### config.mk
export PLATFORM = sky130hd
export DESIGN_NAME = sevenseg_digit_mux
export DESIGN_NICKNAME = d
export VERILOG_FILES = /design/src/rtl/sevenseg_digit_mux.sv
export SDC_FILE = /design/constraint.sdc
export NUM_CORES = 1
export LEC_CHECK = 0
export ABC_CLOCK_PERIOD_IN_PS = 2420
export CORE_MARGIN = 2
export CORE_UTILIZATION = 61
export DETAILED_ROUTE_END_ITERATION = 8
export DONT_BUFFER_PORTS = 1
export PLACE_DENSITY = 0.78
export SETUP_SLACK_MARGIN = 0.2
export SLEW_MARGIN = 10
export SYNTH_ARGS = -nofsm -noshare
export SYNTH_HDL_FRONTEND = slang
export SYNTH_HIERARCHICAL = 1
export SYNTH_SLANG_ARGS = --single-unit
### constraint.sdc
create_clock -name clk -period 2.42 [get_ports clk]
set_input_delay 0.484 -clock clk [delete_from_list [all_inputs] [get_ports clk]]
set_output_delay 0.484 -clock clk [all_outputs]
set_load 0.05 [all_outputs]
### src/rtl/sevenseg_digit_mux.sv
// Four-digit multiplexed seven-segment driver.
// Follows an external 2-bit digit counter, blanks all anodes for a fixed
// interval after every digit change, and decodes the digit from a per-frame
// snapshot of the display value so a frame never mixes two values.

// Property checker: at most one anode may be lit at any time.
module sevenseg_digit_mux_chk #(
  parameter bit ANODE_ACTIVE_LOW = 1'b1
) (
  input logic       clk,
  input logic       reset,
  input logic [3:0] an
);

  logic [3:0] an_lit_s;

  assign an_lit_s = ANODE_ACTIVE_LOW ? ~an : an;

  an_onehot0_a: assert property (@(posedge clk) disable iff (reset) $onehot0(an_lit_s));

endmodule

module sevenseg_digit_mux #(
  parameter int unsigned BLANK_CYCLES     = 4,
  parameter bit          ANODE_ACTIVE_LOW = 1'b1,
  parameter bit          SEG_ACTIVE_LOW   = 1'b1
) (
  input  logic        clk,
  input  logic        reset,
  input  logic [1:0]  digit_sel,
  input  logic [15:0] value,
  input  logic [3:0]  dp_en,
  input  logic        lz_blank,
  output logic [3:0]  an,
  output logic [6:0]  seg,
  output logic        dp,
  output logic        frame_done
);

  // Counter just wide enough to hold BLANK_CYCLES-1.
  localparam int unsigned CW = (BLANK_CYCLES > 1) ? $clog2(BLANK_CYCLES) : 1;
  localparam logic [CW-1:0] CNT_LAST = CW'(BLANK_CYCLES - 1);
  localparam logic [CW-1:0] CNT_ZERO = CW'(0);
  localparam logic [CW-1:0] CNT_ONE  = CW'(1);

  // Electrical "off" levels for each output group.
  localparam logic [3:0] AN_OFF  = ANODE_ACTIVE_LOW ? 4'hF : 4'h0;
  localparam logic [6:0] SEG_OFF = SEG_ACTIVE_LOW ? 7'h7F : 7'h00;
  localparam logic       DP_OFF  = SEG_ACTIVE_LOW ? 1'b1 : 1'b0;

  typedef enum logic [0:0] {
    ST_BLANK = 1'b0,
    ST_DRIVE = 1'b1
  } state_t;

  // Hex digit to active-high {g,f,e,d,c,b,a}.
  function automatic logic [6:0] hex_decode(input logic [3:0] nib);
    logic [6:0] s;
    case (nib)
      4'h0:    s = 7'h3F;
      4'h1:    s = 7'h06;
      4'h2:    s = 7'h5B;
      4'h3:    s = 7'h4F;
      4'h4:    s = 7'h66;
      4'h5:    s = 7'h6D;
      4'h6:    s = 7'h7D;
      4'h7:    s = 7'h07;
      4'h8:    s = 7'h7F;
      4'h9:    s = 7'h6F;
      4'hA:    s = 7'h77;
      4'hB:    s = 7'h7C;
      4'hC:    s = 7'h39;
      4'hD:    s = 7'h5E;
      4'hE:    s = 7'h79;
      4'hF:    s = 7'h71;
      default: s = 7'h00;
    endcase
    return s;
  endfunction

  // Nibble idx of a 16-bit value.
  function automatic logic [3:0] nibble_of(input logic [15:0] v, input logic [1:0] idx);
    logic [3:0] n;
    case (idx)
      2'd0:    n = v[3:0];
      2'd1:    n = v[7:4];
      2'd2:    n = v[11:8];
      2'd3:    n = v[15:12];
      default: n = 4'h0;
    endcase
    return n;
  endfunction

  // True when digit idx is a leading zero that should be suppressed.
  function automatic logic lz_hide(input logic [15:0] v, input logic lz, input logic [1:0] idx);
    logic h;
    case (idx)
      2'd0:    h = 1'b0;
      2'd1:    h = lz && (v[15:4] == 12'h000);
      2'd2:    h = lz && (v[15:8] == 8'h00);
      2'd3:    h = lz && (v[15:12] == 4'h0);
      default: h = 1'b0;
    endcase
    return h;
  endfunction

  // Anode pattern lighting only digit idx.
  function automatic logic [3:0] anode_pattern(input logic [1:0] idx);
    logic [3:0] onehot;
    onehot = 4'b0001 << idx;
    return ANODE_ACTIVE_LOW ? ~onehot : onehot;
  endfunction

  // Convert an active-high segment vector to the bus polarity.
  function automatic logic [6:0] seg_level(input logic [6:0] s);
    return SEG_ACTIVE_LOW ? ~s : s;
  endfunction

  // Convert an active-high decimal-point request to the bus polarity.
  function automatic logic dp_level(input logic d);
    return SEG_ACTIVE_LOW ? ~d : d;
  endfunction

  state_t          state_r, state_nxt_s;
  logic [CW-1:0]   cnt_r, cnt_nxt_s;
  logic [1:0]      sel_q_r, sel_nxt_s;
  logic            started_r;
  logic [15:0]     snap_value_r, snap_value_nxt_s;
  logic [3:0]      snap_dp_r, snap_dp_nxt_s;
  logic            snap_lz_r, snap_lz_nxt_s;
  logic [3:0]      an_r, an_nxt_s;
  logic [6:0]      seg_r, seg_nxt_s;
  logic            dp_r, dp_nxt_s;
  logic            frame_done_r, frame_done_nxt_s;

  logic            change_s;
  logic [15:0]     src_value_s;
  logic [3:0]      src_dp_s;
  logic            src_lz_s;
  logic [3:0]      nib_s;

  // Digit 0 entering DRIVE decodes the fresh inputs (they are being captured
  // on that very edge); every other digit decodes the held snapshot.
  always_comb begin
    src_value_s = snap_value_r;
    src_dp_s    = snap_dp_r;
    src_lz_s    = snap_lz_r;
    if (sel_q_r == 2'd0) begin
      src_value_s = value;
      src_dp_s    = dp_en;
      src_lz_s    = lz_blank;
    end else begin
      src_value_s = snap_value_r;
      src_dp_s    = snap_dp_r;
      src_lz_s    = snap_lz_r;
    end
    nib_s = nibble_of(src_value_s, sel_q_r);
  end

  // The first edge after reset release is treated like a digit change so the
  // full blanking interval is counted from that edge.
  assign change_s = (digit_sel != sel_q_r) || !started_r;

  // Next-state and next-output logic for the BLANK/DRIVE controller.
  always_comb begin
    state_nxt_s      = state_r;
    cnt_nxt_s        = cnt_r;
    sel_nxt_s        = sel_q_r;
    snap_value_nxt_s = snap_value_r;
    snap_dp_nxt_s    = snap_dp_r;
    snap_lz_nxt_s    = snap_lz_r;
    an_nxt_s         = an_r;
    seg_nxt_s        = seg_r;
    dp_nxt_s         = dp_r;
    frame_done_nxt_s = 1'b0;

    if (change_s) begin
      sel_nxt_s   = digit_sel;
      cnt_nxt_s   = CNT_ZERO;
      state_nxt_s = ST_BLANK;
      an_nxt_s    = AN_OFF;
      seg_nxt_s   = SEG_OFF;
      dp_nxt_s    = DP_OFF;
    end else begin
      case (state_r)
        ST_BLANK: begin
          an_nxt_s  = AN_OFF;
          seg_nxt_s = SEG_OFF;
          dp_nxt_s  = DP_OFF;
          if (cnt_r == CNT_LAST) begin
            state_nxt_s = ST_DRIVE;
            if (sel_q_r == 2'd0) begin
              snap_value_nxt_s = value;
              snap_dp_nxt_s    = dp_en;
              snap_lz_nxt_s    = lz_blank;
            end else begin
              snap_value_nxt_s = snap_value_r;
              snap_dp_nxt_s    = snap_dp_r;
              snap_lz_nxt_s    = snap_lz_r;
            end
            an_nxt_s = anode_pattern(sel_q_r);
            if (lz_hide(src_value_s, src_lz_s, sel_q_r)) begin
              seg_nxt_s = SEG_OFF;
            end else begin
              seg_nxt_s = seg_level(hex_decode(nib_s));
            end
            dp_nxt_s         = dp_level(src_dp_s[sel_q_r]);
            frame_done_nxt_s = (sel_q_r == 2'd3);
          end else if (cnt_r < CNT_LAST) begin
            cnt_nxt_s = cnt_r + CNT_ONE;
          end else begin
            cnt_nxt_s = cnt_r;
          end
        end
        ST_DRIVE: begin
          state_nxt_s = ST_DRIVE;
        end
        default: begin
          state_nxt_s = ST_BLANK;
          cnt_nxt_s   = CNT_ZERO;
          an_nxt_s    = AN_OFF;
          seg_nxt_s   = SEG_OFF;
          dp_nxt_s    = DP_OFF;
        end
      endcase
    end
  end

  // Controller state, blanking counter, tracked digit and frame snapshot.
  always_ff @(posedge clk or posedge reset) begin
    if (reset) begin
      state_r      <= ST_BLANK;
      cnt_r        <= CNT_ZERO;
      sel_q_r      <= 2'd0;
      started_r    <= 1'b0;
      snap_value_r <= 16'h0000;
      snap_dp_r    <= 4'h0;
      snap_lz_r    <= 1'b0;
    end else begin
      state_r      <= state_nxt_s;
      cnt_r        <= cnt_nxt_s;
      sel_q_r      <= sel_nxt_s;
      started_r    <= 1'b1;
      snap_value_r <= snap_value_nxt_s;
      snap_dp_r    <= snap_dp_nxt_s;
      snap_lz_r    <= snap_lz_nxt_s;
    end
  end

  // Registered display outputs; reset forces them dark immediately.
  always_ff @(posedge clk or posedge reset) begin
    if (reset) begin
      an_r         <= AN_OFF;
      seg_r        <= SEG_OFF;
      dp_r         <= DP_OFF;
      frame_done_r <= 1'b0;
    end else begin
      an_r         <= an_nxt_s;
      seg_r        <= seg_nxt_s;
      dp_r         <= dp_nxt_s;
      frame_done_r <= frame_done_nxt_s;
    end
  end

  assign an         = an_r;
  assign seg        = seg_r;
  assign dp         = dp_r;
  assign frame_done = frame_done_r;

  sevenseg_digit_mux_chk #(
    .ANODE_ACTIVE_LOW(ANODE_ACTIVE_LOW)
  ) u_chk (
    .clk  (clk),
    .reset(reset),
    .an   (an_r)
  );

endmodule

Fig. 1: run 1, power grid
The bar under the picture is 20 µm long. Pins as bars on the die edge. Tap cells in gray.
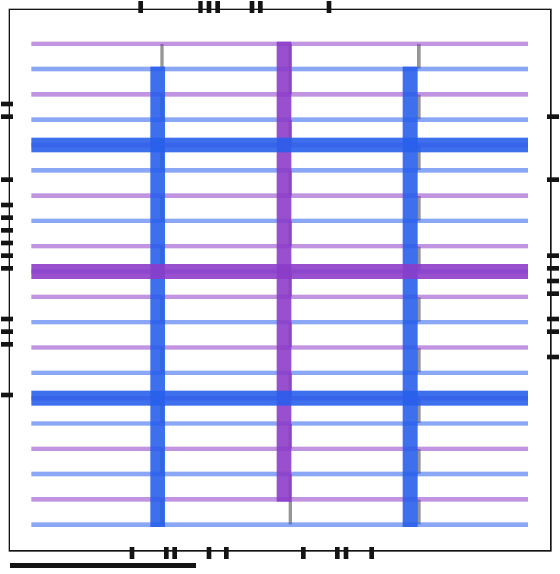
- VSS: blue
- VDD: purple
- met1 rails: 20
- signal pins: 38
- met4 straps: 3
- met5 straps: 3

Fig. 2: run 1, cell classes on the final placement
The bar under the picture is 20 µm long.
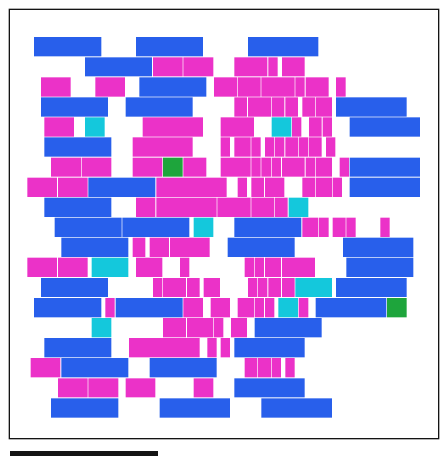
- clock drivers and dummy loads: cyan (cells 8; share of their area 4.0%)
- other buffers and delay cells: green (cells 2; share of their area 0.84%)
- all other logic: magenta (cells 108; share of their area 46%)
- flip-flops: blue (cells 35; share of their area 50%)

Fig. 3: run 1, clock network drawn from the DEF
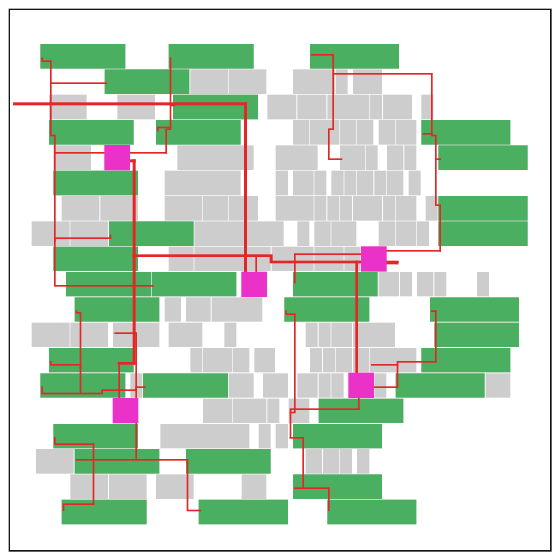
- cells driving clock nets: magenta (count 5)
- flip-flops: green (count 35)
- clock wires: red (length 396 µm)
- routed clock nets: 6

==> impl_metrics.py, run 1 <==
# Auto-generated metrics
metrics = {
    "setup_path": {
        "arrival_ns": 2.27,
        "crit_path_start": "sel_q_r[1]",
        "worst-path-max-fanout": 10,
    },
    "clock_network": {
        "tritoncts_clock_tree": "built",
        "clk_pin_slew_worst_paths_ns": 0.11,
    },
    "power": {
        "vdd.ir_drop.worst_v": 0.000512,
        "p_leak_uw": 0.000780,
    },
    "finish": {
        "layout_top_cell": "dfrtp_1",
    },
    "detailed_routing": {
        "via_count": 1151,
        "drt_iter0_markers": 48,
        "via_per_inst": 6.26,
        "totalWireLength_um": 3150,
    },
    "floorplan": {
        "ioPinCount": 38,
    },
    "placement": {
        "gp_congestion": 0.859,
        "numPlacedInstances": 176,
    },
    "final_timing": {
        "timing.final.crit_share_pct": 83.5,
        "finClkSkew_ns": 0.00673,
    },
    "yosys": {
        "synth_nets": 181,
    },
    "outcome": {
        "outcome": "finished clean",
    },
    "flow_run": {
        "drv.max_cap_violation_count": 0,
    },
}
[run 1: power groups by stage]
stage,combinational (µW),clock [µW],sequential [µW]
after floorplan,60.6,0,604
after global placement,63.0,0,607
after detailed placement,65.8,0,607
after CTS,66.4,372,597
after global routing,74.3,390,598
final,66.2,364,597
[run 1: layer usage]
metal / vias up / GRT usage (%) / wire, µm
li1: 535 / - / -
met1: 564 / 28.0 / 1320
met2: 43 / 34.7 / 1560
met3: 9 / 6.70 / 205
met4: 0 / 8.64 / 62
met5: - / 0 / 0
[run 1: path summary, 6_finish.rpt]
check	end	slack, ns	cells after the start
worst max-delay path	seg[5]	0.40	5
worst min-delay path	cnt_r[0]	0.12	2
worst max register to register	seg[5]	0.40	5
worst min register to register	snap_dp_r[2]	0.51	1
max in group asynchronous	dp	1.97	2
min in group clk	sel_q_r[0]	0.16	0
[run 1: area by class of cell]
| cell class | instances | area (µm²) |
|---|---|---|
| Fill cell | 202 | 922 |
| Clock inverter | 1 | 7.51 |
| Timing Repair Buffer | 2 | 15.0 |
| Sequential cell | 35 | 891 |
| Clock buffer | 7 | 65.1 |
| Inverter | 7 | 26.3 |
| Multi-Input combinational cell | 101 | 792 |
| Tap cell | 31 | 38.8 |
[run 1: cell families after synthesis]
group                    synth area share [%]
other                                   0.211
buffers and inverters                    5.27
AND-OR/OR-AND                            8.08
multiplexers                             17.7
AND/OR/NAND/NOR                          13.2
adder cells (fa/ha/maj)                  3.51
flip-flops                               50.0
XOR/XNOR                                 1.97
[run 1: synthesized netlist by cell type (2+ instances only)]
library cell  count  area [µm²]
dfrtp_1          23         576
mux2_2           17         191
nand2_1          14        52.6
nor2_1           14        52.6
dfstp_2          12         315
inv_1             7        26.3
a21oi_1           5        25.0
ha_1              5        62.6
nor3_1            5        25.0
a31oi_1           4        25.0
buf_6             4        45.0
nand3_1           4        20.0
xnor2_1           4        35.0
mux4_1            3        78.8
o21ai_0           3        15.0
a211o_1           2        17.5
a41oi_1           2        17.5
buf_4             2        15.0
clkbuf_1          2        7.51
mux4_2            2        45.0
o22ai_1           2        12.5
[run 1: critical path, stage by stage (launching register included)]
cell	delay, ns
dfrtp_1	0.42
buf_4	0.20
mux4_1	0.74
and2_2	0.30
a21oi_1	0.18
a31oi_1	0.10
[run 1: registers in the layout (all words and copies together), names as in the netlist]
signal        cells
snap_lz_r         1
snap_dp_r         3
started_r         1
snap_value_r     12
an                4
sel_q_r           2
state_r           1
dp                1
frame_done        1
cnt_r             2
seg               7
[run 1: stage by stage]
stage / cell area, µm² / setup slack [ns] / hold WS, ns
global route: 1840 / 0.252 / 0.142
global placement: 1770 / 0.439 / 0.483
CTS: 1840 / 0.318 / 0.136
detailed placement: 1770 / 0.351 / 0.489
floorplan: 1780 / 0.413 / 0.470
finish: 1840 / 0.400 / 0.119
[run 1: timing repair]
action                                  in CTS  in global routing
endpoints found under the setup margin       0                  1
endpoints found under the hold margin        0                  0
resized                                      0                  1
buffers inserted                             0                  0
==> run 1 -> run 2 <==
ABC_CLOCK_PERIOD_IN_PS = 1700   (was 2420)
CORE_UTILIZATION = 55   (was 61)
PLACE_DENSITY = 0.74   (was 0.78)
clock period = 1.7 ns   (was 2.42 ns; I/O delays follow)
Fig. 4: run 2, routed metal, one color a layer
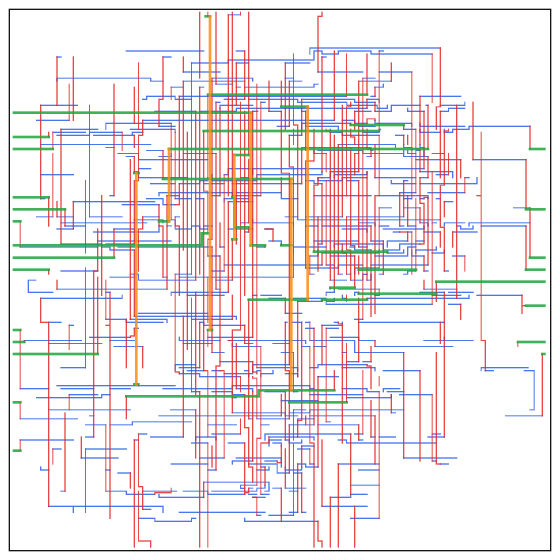
- met1: blue (wire length 1660 µm)
- met3: green (wire length 292 µm)
- met4: orange (wire length 137 µm)
- met2: red (wire length 2120 µm)

==> run 2 against run 1 <==
The run now ends with setup timing left. Clock skew about the same. Power increased by 45%. Sequential share of layout area decreased by 8.4 points. Register-to-register slack got worse by 0.47 ns. Final area increased by 21%. Sequential power increased by 42%. Global-route usage increased by 4.1 points. Utilization increased by 5.7 points. Critical path depth increased by 1. Highest routed layer unchanged. Final cell count increased by 21%. Die size increased by 10%.
==> impl_metrics.py, run 2 <==
# Auto-generated metrics
metrics = {
    "outcome": {
        "outcome": "finished, violations left",
        "failing_checks": "setup timing",
    },
    "final_timing": {
        "finClkSkew_ns": 0.00672,
        "setup_viol": 15,
        "timing.final.crit_share_pct": 104,
        "worst_slack_ns": -0.0720,
        "fin_worst_hold_slack_ns": 0.145,
    },
    "finish": {
        "layout_top_cell": "dfrtp_1",
        "fillers": 216,
    },
    "placement": {
        "place_area_um2": 1940,
        "numPlacedInstances": 205,
    },
    "yosys": {
        "muxShareOfSynthArea_pct": 17.7,
        "netlist.top_cell.by_area": "dfrtp_1",
        "topCellsByArea": "dfrtp_1 32%, dfstp_2 18%, mux2_2 11%, mux4_1 4.4%, ha_1 3.5%",
        "synth-adder-area-share_pct": 3.51,
    },
    "power": {
        "p_leak_uw": 0.000944,
    },
    "clock_network": {
        "tritoncts_clock_tree": "built",
        "clk_pin_slew_worst_paths_ns": 0.10,
    },
    "setup_path": {
        "arrival_ns": 2.00,
    },
    "flow_run": {
        "drv.max_cap_violation_count": 0,
    },
}
Fig. 5: run 2, cell classes on the final placement
The bar under the picture is 20 µm long.
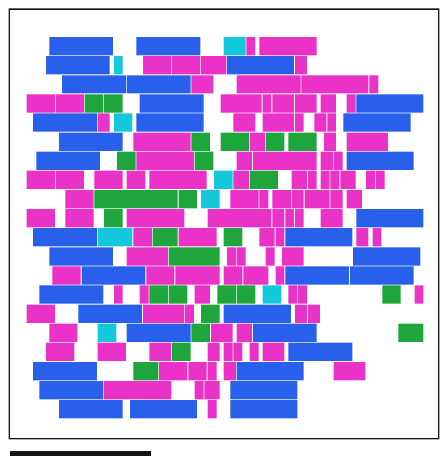
- other buffers and delay cells: green (cells 25; share of their area 11%)
- all other logic: magenta (cells 110; share of their area 45%)
- clock drivers and dummy loads: cyan (cells 8; share of their area 2.9%)
- flip-flops: blue (cells 35; share of their area 41%)

==> run 2: cell types whose count changed in the layout (fill, tap and decap cells not counted), moves of 3 or more <==
cell / delta
buf_4: +15
ha_4: +3
ha_1: -3
dlygate4sd3_1: +3
inv_1: -3
buf_6: +3
==> run 2: kinds of logic (layout without fill, tap and decap cells) <==
| logic type | after synthesis | after routing |
|---|---|---|
| buffers and inverters | 15 | 40 |
| XOR/XNOR | 4 | 4 |
| flip-flops | 35 | 35 |
| other | 1 | 1 |
| AND/OR/NAND/NOR | 48 | 48 |
| adder cells (fa/ha/maj) | 5 | 5 |
| AND-OR/OR-AND | 21 | 21 |
| multiplexers | 22 | 24 |
==> run 2: worst paths after layout <==
path	end	slack, ns	depth (start not counted)
max	snap_value_r[8]	-0.07	6
min	snap_value_r[15]	0.14	1
max reg2reg	snap_value_r[8]	-0.07	6
min reg2reg	snap_dp_r[2]	0.51	1
max in group asynchronous	seg[3]	0.83	3
min in group asynchronous	frame_done	0.52	3
==> run 2: power groups by stage <==
stage                     clock (µW)  sequential [µW]  combinational (µW)
after floorplan                    0              860                92.4
after detailed placement           0              864                 120
after CTS                        493              849                 145
after global routing             522              852                 171
final                            480              850                 157
after global placement             0              863                 115
==> run 2: worst max-delay path: stages, from the launching register on <==
cell       delay (ns)
dfrtp_2          0.46
buf_4            0.18
xnor2_2          0.15
and3_4           0.22
nand3_4          0.09
bufbuf_16        0.30
mux2_2           0.26
==> run 2: repair_timing <==
item | 4_1_cts | 5_1_grt
resized | 17 | 5
setup endpoints to repair | 25 | 25
hold endpoints to repair | 23 | 2
gates cloned | 3 | 0
pin swaps | 5 | 0
hold buffers | 1 | 2
setup buffers | 3 | 0
==> run 2: layer usage <==
| metal | vias to the layer above | share of wire [%] | track usage, % |
|---|---|---|---|
| met4 | 0 | 3.3 | 13.7 |
| met3 | 15 | 6.9 | 9.38 |
| met5 | - | 0 | 0 |
| li1 | 602 | - | - |
| met1 | 645 | 39 | 31.0 |
| met2 | 57 | 50 | 41.0 |
==> run 2: per-stage QoR <==
stage | setup slack (ns) | util [%]
2_1_floorplan | -0.179 | -
3_3_place_gp | -0.126 | 63.0
3_5_place_dp | -0.173 | 63.0
4_1_cts | -0.0625 | 70.8
5_1_grt | -0.147 | 72.3
6_report | -0.0720 | 72.3
==> run 2: final cells by class <==
type	instances	area, µm²	share of cell area [%]
clock inverter	1	8.76	0.394
tap	44	55.1	2.47
sequential	35	892	40.1
inverter	7	31.3	1.41
timing repair buffer	25	244	11.0
multi-input combinational	103	938	42.2
clock buffer	7	55.1	2.47
Power figures rest on the tool's default switching activity, not on a simulated workload.
